$ cat config.mk
export PLATFORM = sky130hd
export DESIGN_NAME = sata_scrambler
export DESIGN_NICKNAME = d
export VERILOG_FILES = /design/src/rtl/sata_scrambler.sv
export SDC_FILE = /design/constraint.sdc
export NUM_CORES = 1
export LEC_CHECK = 0
export CORE_MARGIN = 8
export CORE_UTILIZATION = 35
export CTS_CLUSTER_DIAMETER = 200
export DETAILED_ROUTE_END_ITERATION = 6
export GPL_TIMING_DRIVEN = 0
export PLACE_DENSITY = 0.58
export SLEW_MARGIN = 20
export SYNTH_ARGS = -nofsm -noshare
export SYNTH_HDL_FRONTEND = slang
export SYNTH_SLANG_ARGS = --single-unit
$ cat constraint.sdc
create_clock -name clk -period 2.9 [get_ports clk]
set_input_delay 0.58 -clock clk [delete_from_list [all_inputs] [get_ports clk]]
set_output_delay 0.58 -clock clk [all_outputs]
set_load 0.01 [all_outputs]
$ cat src/rtl/sata_scrambler.sv
// rtl/sata_scrambler.sv - x^16+x^15+x^13+x^4+1 scrambler, one 32-bit word per advance
module sata_scrambler #(
  parameter logic [15:0] G_INIT_VAL = 16'hFFFF
) (
  input  logic        clk,
  input  logic        rst,
  input  logic        i_sof,
  input  logic        i_en,
  output logic [31:0] o_data
);

  logic [15:0] r_lfsr;
  logic [47:0] w_step;

  // Oldest bit s[15] is emitted first; returns {next_state, word}.
  function automatic logic [47:0] f_step(input logic [15:0] s);
    logic [15:0] st;
    logic [31:0] w;
    st = s;
    w  = '0;
    for (int i = 0; i < 32; i++) begin
      w[i] = st[15];
      st   = {st[14:0], st[15] ^ st[14] ^ st[12] ^ st[3]};
    end
    return {st, w};
  endfunction

  assign w_step = f_step(r_lfsr);
  assign o_data = w_step[31:0];

  always_ff @(posedge clk or negedge rst) begin
    if (!rst) begin
      r_lfsr <= G_INIT_VAL;
    end else if (i_sof) begin
      r_lfsr <= G_INIT_VAL;
    end else if (i_en) begin
      r_lfsr <= w_step[47:32];
    end
  end

endmodule

Run 1, met1 routing:
Scale bar: 20 um. Cells faint in the background.
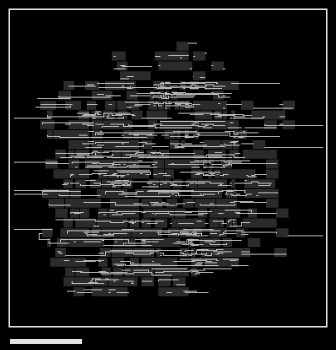
share of all routed wire: 43%
main direction: horizontal
wire length on this layer: 2330 um
nets with wire on the layer: 205
longest straight run: 42.3 um
GR Util met1: 18.32%
DRT Wirelength: 5423 um
vias: 1406

Run 1, M2 wires:
Cells faint in the background.
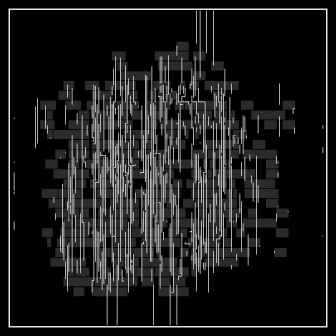
longest straight run: 54.1 um
main direction: vertical
wire length on this layer: 2720 um
GR Layer Usage met2: 24.52%

Run 1, the metal 3 layer:
Scale bar: 20 um. Cells faint in the background.
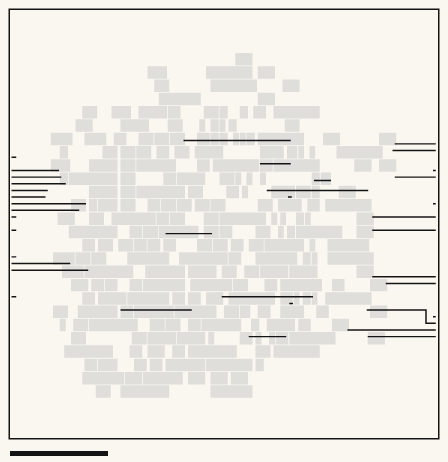
share of all routed wire: 6.0%
wire length on this layer: 325 um
longest straight run: 21.6 um
met3 global-route usage: 2.908%

Run 1, zoomed window:
Window x 7 to 37, y 7 to 37 um. Cells in gray, sequential cells in the stronger gray; small squares are vias.
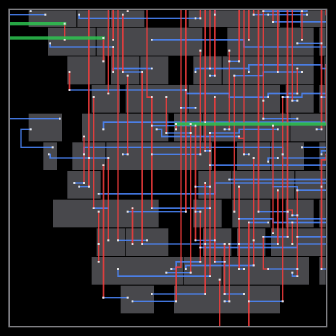
[green] M3
[red] M2
[blue] M1
cells with their middle in the window: 42
most frequent: buf_4 (11), xnor2_1 (6), xnor3_1 (5)
sequential cells in the window: 0

==> impl_metrics.env, run 1 <==
# implementation run metrics
export IMPL_largest_reg_flops=16
export IMPL_row_count=26
export IMPL_setup_slack_ns=-0.03553
export IMPL_most_common_cell="xnor2_1"
export IMPL_drc=0
export IMPL_xor_share_pct=61.55
export IMPL_nWellTaps=70
export IMPL_flops=16
export IMPL_chip_area_mm2=0.007669
export IMPL_status="finished with violations"
export IMPL_antenna_found_initial=0
export IMPL_hold_path_end="r_lfsr[2]"
export IMPL_cts_buffer_depth=2
export IMPL_ioPinCount=36
export IMPL_layout_top_cell="buf_4"
export IMPL_stdcell_area_mm2=0.002805
export IMPL_area_growth_pct=56.45
export IMPL_clk_pin_slew_worst_paths_ns=0.07
export IMPL_buffers=79
export IMPL_aoi_share_pct=5.234
export IMPL_rsz0062_at_grt="true"
export IMPL_drtIter0Drc=65
export IMPL_yosys_top_cells_area="dfstp_2 23%, xnor3_1 21%, xnor2_1 21%"
export IMPL_worstPathArrival_ns=2.36
export IMPL_endpoint="o_data[24]"
export IMPL_simple_gate_share_pct=6.001
export IMPL_crit_fanout=3
export IMPL_clock_sinks=16
export IMPL_coreArea_mm2=0.005010
export IMPL_fin_util_pct=55.99
export IMPL_timing_rr_start="r_lfsr[8]"
export IMPL_grt_overflow=0
export IMPL_dp_cells=265
export IMPL_ys_warn_count=0
export IMPL_dieHeight_um=87.58
export IMPL_setup_tns_ns=-0.06718
export IMPL_seq_area_um2=420.4
export IMPL_start_kind="flip-flop"
export IMPL_routabilityCongestion=0.8176
export IMPL_top_register="r_lfsr"
export IMPL_cts_setup_buffers=28
export IMPL_first_global_vias=1510
export IMPL_final_clk_cell_share_pct=1.963
export IMPL_root_buffer="clkbuf_8"
export IMPL_largest_area_cell="dfstp_2"
export IMPL_core_util_floorplan_pct=35.79
export IMPL_r2r_end="r_lfsr[6]"
export IMPL_synth_seq_cells=16
export IMPL_comb_cells=129
export IMPL_numCtsBuffers=3
export IMPL_globalRouteTotalUtil_pct=14.64
export IMPL_violations="negative setup slack"
export IMPL_fin_nets=236
export IMPL_setup_viol=2
export IMPL_worstPathRequired_ns=2.32
export IMPL_worstHoldPathCells=2
export IMPL_yosys_cells=160
export IMPL_common_cells="42 x xnor2_1, 20 x xor2_1, 17 x xnor3_1, 16 x dfstp_2, 11 x nor2_1"
export IMPL_syn_inst=160
export IMPL_syn_cell_area_mm2=0.001793
export IMPL_dp_hpwl_um=3741
export IMPL_cpPeakStageDelay_ns=0.56
export IMPL_reg_largest_list="r_lfsr (16)"
export IMPL_crit_start="r_lfsr[8]"
export IMPL_cts_resized=46
export IMPL_ys_sh_adder_pct=0
export IMPL_edf_count=0
export IMPL_skew_ns=0.001082
export IMPL_layout_drive_gt1_share_pct=42.42
export IMPL_worstSetupPathDepth=6
export IMPL_ctsHoldBuffers=0
export IMPL_portBuffers=35
export IMPL_finalHoldViolCount=0
export IMPL_nFillCells=455
export IMPL_buffer_area_share_pct=24.13
export IMPL_worstRegToRegCells=8
export IMPL_cp_end_kind="output pin"
export IMPL_avgSynthCellArea_um2=11.21
export IMPL_ys_types=27
export IMPL_dr_wl_met3_um=324
export IMPL_drv_cap=0
export IMPL_clkbuf_count=4
export IMPL_drt_met1_wl_um=2328
export IMPL_grt_max_degree=17
export IMPL_dr_max_layer_used="met4"
export IMPL_synth_nets=164
export IMPL_layout_top_cells="37 x buf_4, 32 x xnor2_1, 23 x clkdlybuf4s50_1"
export IMPL_h_tree_depth=1
export IMPL_fin_hold_ws_ns=0.5396
export IMPL_crit_path_top_delay_cell="dfstp_2"
export IMPL_instances_no_fill=301
export IMPL_placed_area_mm2=0.002238
export IMPL_tightest_slew_ns=0.7658
Run 1, placed standard cells:
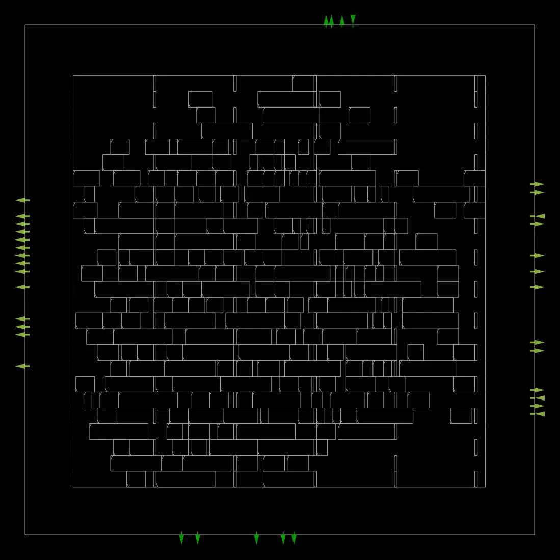

==> run 2, diff against run 1 <==
--- a/config.mk
+++ b/config.mk
@@ -9,8 +9,9 @@
 export CORE_UTILIZATION = 35
 export CTS_CLUSTER_DIAMETER = 200
 export DETAILED_ROUTE_END_ITERATION = 6
+export DONT_BUFFER_PORTS = 1
 export GPL_TIMING_DRIVEN = 0
-export PLACE_DENSITY = 0.58
+export PLACE_DENSITY = 0.49
 export SLEW_MARGIN = 20
 export SYNTH_ARGS = -nofsm -noshare
 export SYNTH_HDL_FRONTEND = slang
Run 2, placed standard cells:
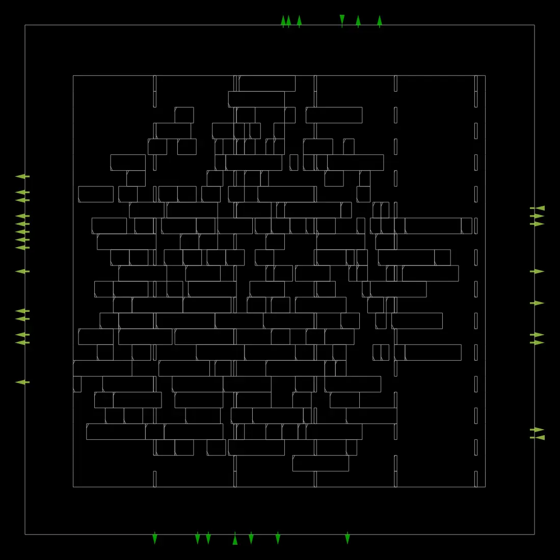
row cnt: 26
fillcell total: 489

==> run 2 against run 1 <==
The flow still finishes with violations (negative setup slack). Core utilization fell by 11 points. Largest cell class unchanged. Worst setup slack worse by 0.070 ns. Die area did not move. First-iteration DRC count is 43% higher. Clock skew up 0.0014 ns. Hold slack lost 0.38 ns. Critical endpoint unchanged. Critical path depth is 2 lower. Flip-flop count unchanged. Wire length decreased by 13%.
==> impl_metrics.env, run 2 <==
# implementation run metrics
export IMPL_status="finished with violations"
export IMPL_violations="negative setup slack"
export IMPL_start_kind="flip-flop"
export IMPL_use_met2_pct=20.80
export IMPL_stdcell_area_mm2=0.002230
export IMPL_first_global_vias=1261
export IMPL_comb_cells=129
export IMPL_fin_nets=176
export IMPL_crit_fanout=6
export IMPL_area_growth_pct=24.35
export IMPL_core_util_floorplan_pct=35.79
export IMPL_layout_top_cells="31 x xnor2_1, 16 x dfstp_2, 13 x xor2_1"
export IMPL_placed_area_mm2=0.001888
export IMPL_layout_drive_gt1_share_pct=41.52
export IMPL_timing_rr_start="r_lfsr[13]"
export IMPL_endpoint="o_data[24]"
export IMPL_tightest_slew_ns=0.5873
export IMPL_cpPeakStageDelay_ns=0.64
export IMPL_r2r_end="r_lfsr[3]"
export IMPL_ctsHoldBuffers=0
export IMPL_common_cells="42 x xnor2_1, 20 x xor2_1, 17 x xnor3_1, 16 x dfstp_2, 11 x nor2_1"
export IMPL_yosys_top_cells_area="dfstp_2 23%, xnor3_1 21%, xnor2_1 21%"
export IMPL_globalRouteTotalUtil_pct=13.13
export IMPL_numCtsBuffers=3
export IMPL_root_buffer="clkbuf_8"
export IMPL_dr_max_layer_used="met4"
export IMPL_final_clk_cell_share_pct=2.469
export IMPL_dieHeight_um=87.58
export IMPL_synth_seq_cells=16
export IMPL_instances_no_fill=241
export IMPL_syn_inst=160
export IMPL_fin_util_pct=44.51
export IMPL_dr_wl_met3_um=487
export IMPL_nWellTaps=70
export IMPL_setup_viol=4
export IMPL_aoi_share_pct=5.234
export IMPL_worstPathRequired_ns=2.32
export IMPL_clock_sinks=16
export IMPL_grt_util_met3_pct=4.878
export IMPL_ys_types=27
export IMPL_grt_max_degree=17
export IMPL_dp_hpwl_um=3613
export IMPL_edf_count=0
export IMPL_cts_setup_buffers=4
export IMPL_coreArea_mm2=0.005010
export IMPL_yosys_cells=160
export IMPL_routed_wl_um=4710
export IMPL_routabilityCongestion=0.7828
export IMPL_flops=16
export IMPL_top_register="r_lfsr"
export IMPL_xor_share_pct=61.55
export IMPL_setup_slack_ns=-0.1054
export IMPL_chip_area_mm2=0.007669
export IMPL_largest_reg_flops=16
export IMPL_dp_cells=230
export IMPL_avgSynthCellArea_um2=11.21
export IMPL_ys_warn_count=0
export IMPL_fin_hold_ws_ns=0.1563
export IMPL_crit_start="r_lfsr[12]"
export IMPL_cts_resized=25
export IMPL_most_common_cell="xnor2_1"
export IMPL_cp_end_kind="output pin"
export IMPL_drc=0
export IMPL_syn_cell_area_mm2=0.001793
export IMPL_setup_tns_ns=-0.2538
export IMPL_simple_gate_share_pct=6.001
export IMPL_finalHoldViolCount=0
Run 2, zoomed window:
Window x 7 to 37, y 7 to 37 um. Cells in gray, sequential cells in the stronger gray; small squares are vias.
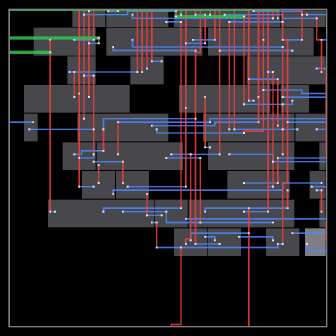

==> run 3, diff against run 2 <==
--- a/config.mk
+++ b/config.mk
@@ -6,12 +6,11 @@
 export NUM_CORES = 1
 export LEC_CHECK = 0
 export CORE_MARGIN = 8
-export CORE_UTILIZATION = 35
+export CORE_UTILIZATION = 55
 export CTS_CLUSTER_DIAMETER = 200
 export DETAILED_ROUTE_END_ITERATION = 6
 export DONT_BUFFER_PORTS = 1
-export GPL_TIMING_DRIVEN = 0
-export PLACE_DENSITY = 0.49
+export PLACE_DENSITY = 0.71
 export SLEW_MARGIN = 20
 export SYNTH_ARGS = -nofsm -noshare
 export SYNTH_HDL_FRONTEND = slang
Run 3, zoomed window:
Window x 3 to 33, y 3 to 33 um. Cells in gray, sequential cells in the stronger gray; small squares are vias.
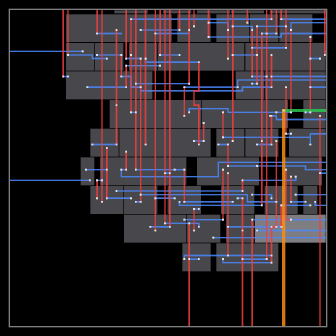
[blue] M1
[orange] M4
[red] M2
[green] M3
netlist names of flops here include: `r_lfsr` (1)
cells with their middle in the window: 36
sequential cells in the window: 1
most frequent: buf_4 (10), xnor2_1 (8), xnor3_1 (5)

==> run 3 against run 2 <==
The flow still finishes with violations (negative setup slack). First-iteration DRC count shrank 3.2%. Hold slack worse by 0.035 ns. Clock-buffer cell count did not move. Sequential share of layout area is 0.83 points higher. Wire length down 6.6%. Fmax rose by 3.6%. Highest routed layer unchanged. Largest cell class unchanged.
==> impl_metrics.env, run 3 <==
# implementation run metrics
export IMPL_drc=0
export IMPL_row_count=20
export IMPL_wl_met2_um=2133
export IMPL_crit_start="r_lfsr[14]"
export IMPL_ff_type="dfstp_2"
export IMPL_drtAntennaViolNets=0
export IMPL_layout_drive_gt1_share_pct=38.12
export IMPL_root_buffer="clkbuf_4"
export IMPL_skew_ns=0.001435
export IMPL_final_clk_cell_share_pct=1.699
export IMPL_cts_setup_buffers=3
export IMPL_setup_tns_ns=-0.001884
export IMPL_violations="negative setup slack"
export IMPL_place_ws_ns=0.09491
export IMPL_tightest_slew_ns=0.5436
export IMPL_syn_inst=160
export IMPL_start_kind="flip-flop"
export IMPL_cp_end_kind="output pin"
export IMPL_setup_slack_ns=-0.001884
export IMPL_fin_hold_ws_ns=0.1210
export IMPL_drt_met1_wl_um=1857
export IMPL_endpoint="o_data[24]"
export IMPL_cts_buffer_depth=2
export IMPL_use_met2_pct=27.01
export IMPL_critical_path_class="reg -> out"
export IMPL_min_delay_path_class="in -> async"
export IMPL_ctsHoldBuffers=0
export IMPL_simple_gate_share_pct=6.001
export IMPL_worstPathArrival_ns=2.32
export IMPL_wl_per_cell_um=19.56
export IMPL_clk_latency_ns=0.28
export IMPL_instances_no_fill=225
export IMPL_dp_hpwl_um=3472
export IMPL_max_freq_mhz=344.6
export IMPL_use_met1_pct=22.14
export IMPL_vias=1191
export IMPL_yosys_cells=160
export IMPL_cpPeakStageDelay_ns=0.57
export IMPL_r2r_end="r_lfsr[6]"
export IMPL_edf_count=0
export IMPL_core_util_floorplan_pct=58.25
export IMPL_crit_fanout=5
export IMPL_dr_wl_met3_um=333
export IMPL_reg_largest_list="r_lfsr (16)"
export IMPL_synth_seq_cells=16
export IMPL_clkbuf_count=4
export IMPL_grt_overflow=0
export IMPL_setup_viol=1
export IMPL_coreArea_mm2=0.003078
export IMPL_xor_share_pct=61.55
export IMPL_area_growth_pct=19.12
export IMPL_status="finished with violations"
export IMPL_fp_dieW_um=73.10
export IMPL_largest_reg_flops=16
export IMPL_buffer_area_share_pct=10.37
export IMPL_comb_area_mm2=0.001391
export IMPL_chip_area_mm2=0.005343
export IMPL_ys_sh_adder_pct=0
export IMPL_routed_wl_um=4400
export IMPL_worstSetupPathDepth=6
export IMPL_layout_top_cells="37 x xnor2_1, 28 x buf_4, 17 x xor2_1"
export IMPL_routabilityCongestion=0.9340
export IMPL_top_usage_layer="met2"
export IMPL_syn_cell_area_mm2=0.001793
export IMPL_rsz0062_at_grt="true"
export IMPL_clock_sinks=16
export IMPL_fin_util_pct=69.39
export IMPL_ys_warn_count=0
export IMPL_placed_area_mm2=0.001967
export IMPL_seq_area_um2=420.4
export IMPL_aoi_share_pct=5.234
export IMPL_finalHoldViolCount=0
export IMPL_ys_types=27
export IMPL_avgSynthCellArea_um2=11.21
export IMPL_first_global_vias=1230
export IMPL_worstRegToRegCells=9
export IMPL_timing_rr_start="r_lfsr[7]"
export IMPL_flops=16
export IMPL_drtIter0Drc=90
export IMPL_numCtsBuffers=3
export IMPL_layout_top_cell="xnor2_1"
export IMPL_critical_path_top_delay_family="XOR/XNOR gates"
export IMPL_most_common_cell="xnor2_1"
export IMPL_cp_num_buf_inv=2
export IMPL_crit_path_top_delay_cell="dfstp_2"
export IMPL_stdcell_area_mm2=0.002136
export IMPL_synth_logic_top_family="XOR/XNOR gates"
export IMPL_finalCriticalPeriod_ns=2.902
export IMPL_dp_cells=213
export IMPL_yosys_top_cells_area="dfstp_2 23%, xnor3_1 21%, xnor2_1 21%"
export IMPL_fin_nets=186
export IMPL_clk_pin_slew_worst_paths_ns=0.10
export IMPL_dr_max_layer_used="met4"
export IMPL_grt_max_degree=19
export IMPL_nWellTaps=44
export IMPL_antenna_found_initial=0
export IMPL_common_cells="42 x xnor2_1, 20 x xor2_1, 17 x xnor3_1, 16 x dfstp_2, 11 x nor2_1"
export IMPL_comb_cells=129
export IMPL_globalRouteTotalUtil_pct=17.17
export IMPL_dieHeight_um=73.10
export IMPL_top_register="r_lfsr"
export IMPL_sh_seq_area_pct=19.68
export IMPL_largest_area_cell="dfstp_2"
export IMPL_nFillCells=232
export IMPL_cts_resized=7
export IMPL_grt_util_met3_pct=4.533
export IMPL_buffers=29
export IMPL_dominant_cell_class="logic gates"
export IMPL_ioPinCount=36
export IMPL_drv_cap=0
export IMPL_portBuffers=0
export IMPL_h_tree_depth=1
export IMPL_worstPathRequired_ns=2.32
export IMPL_synth_nets=164
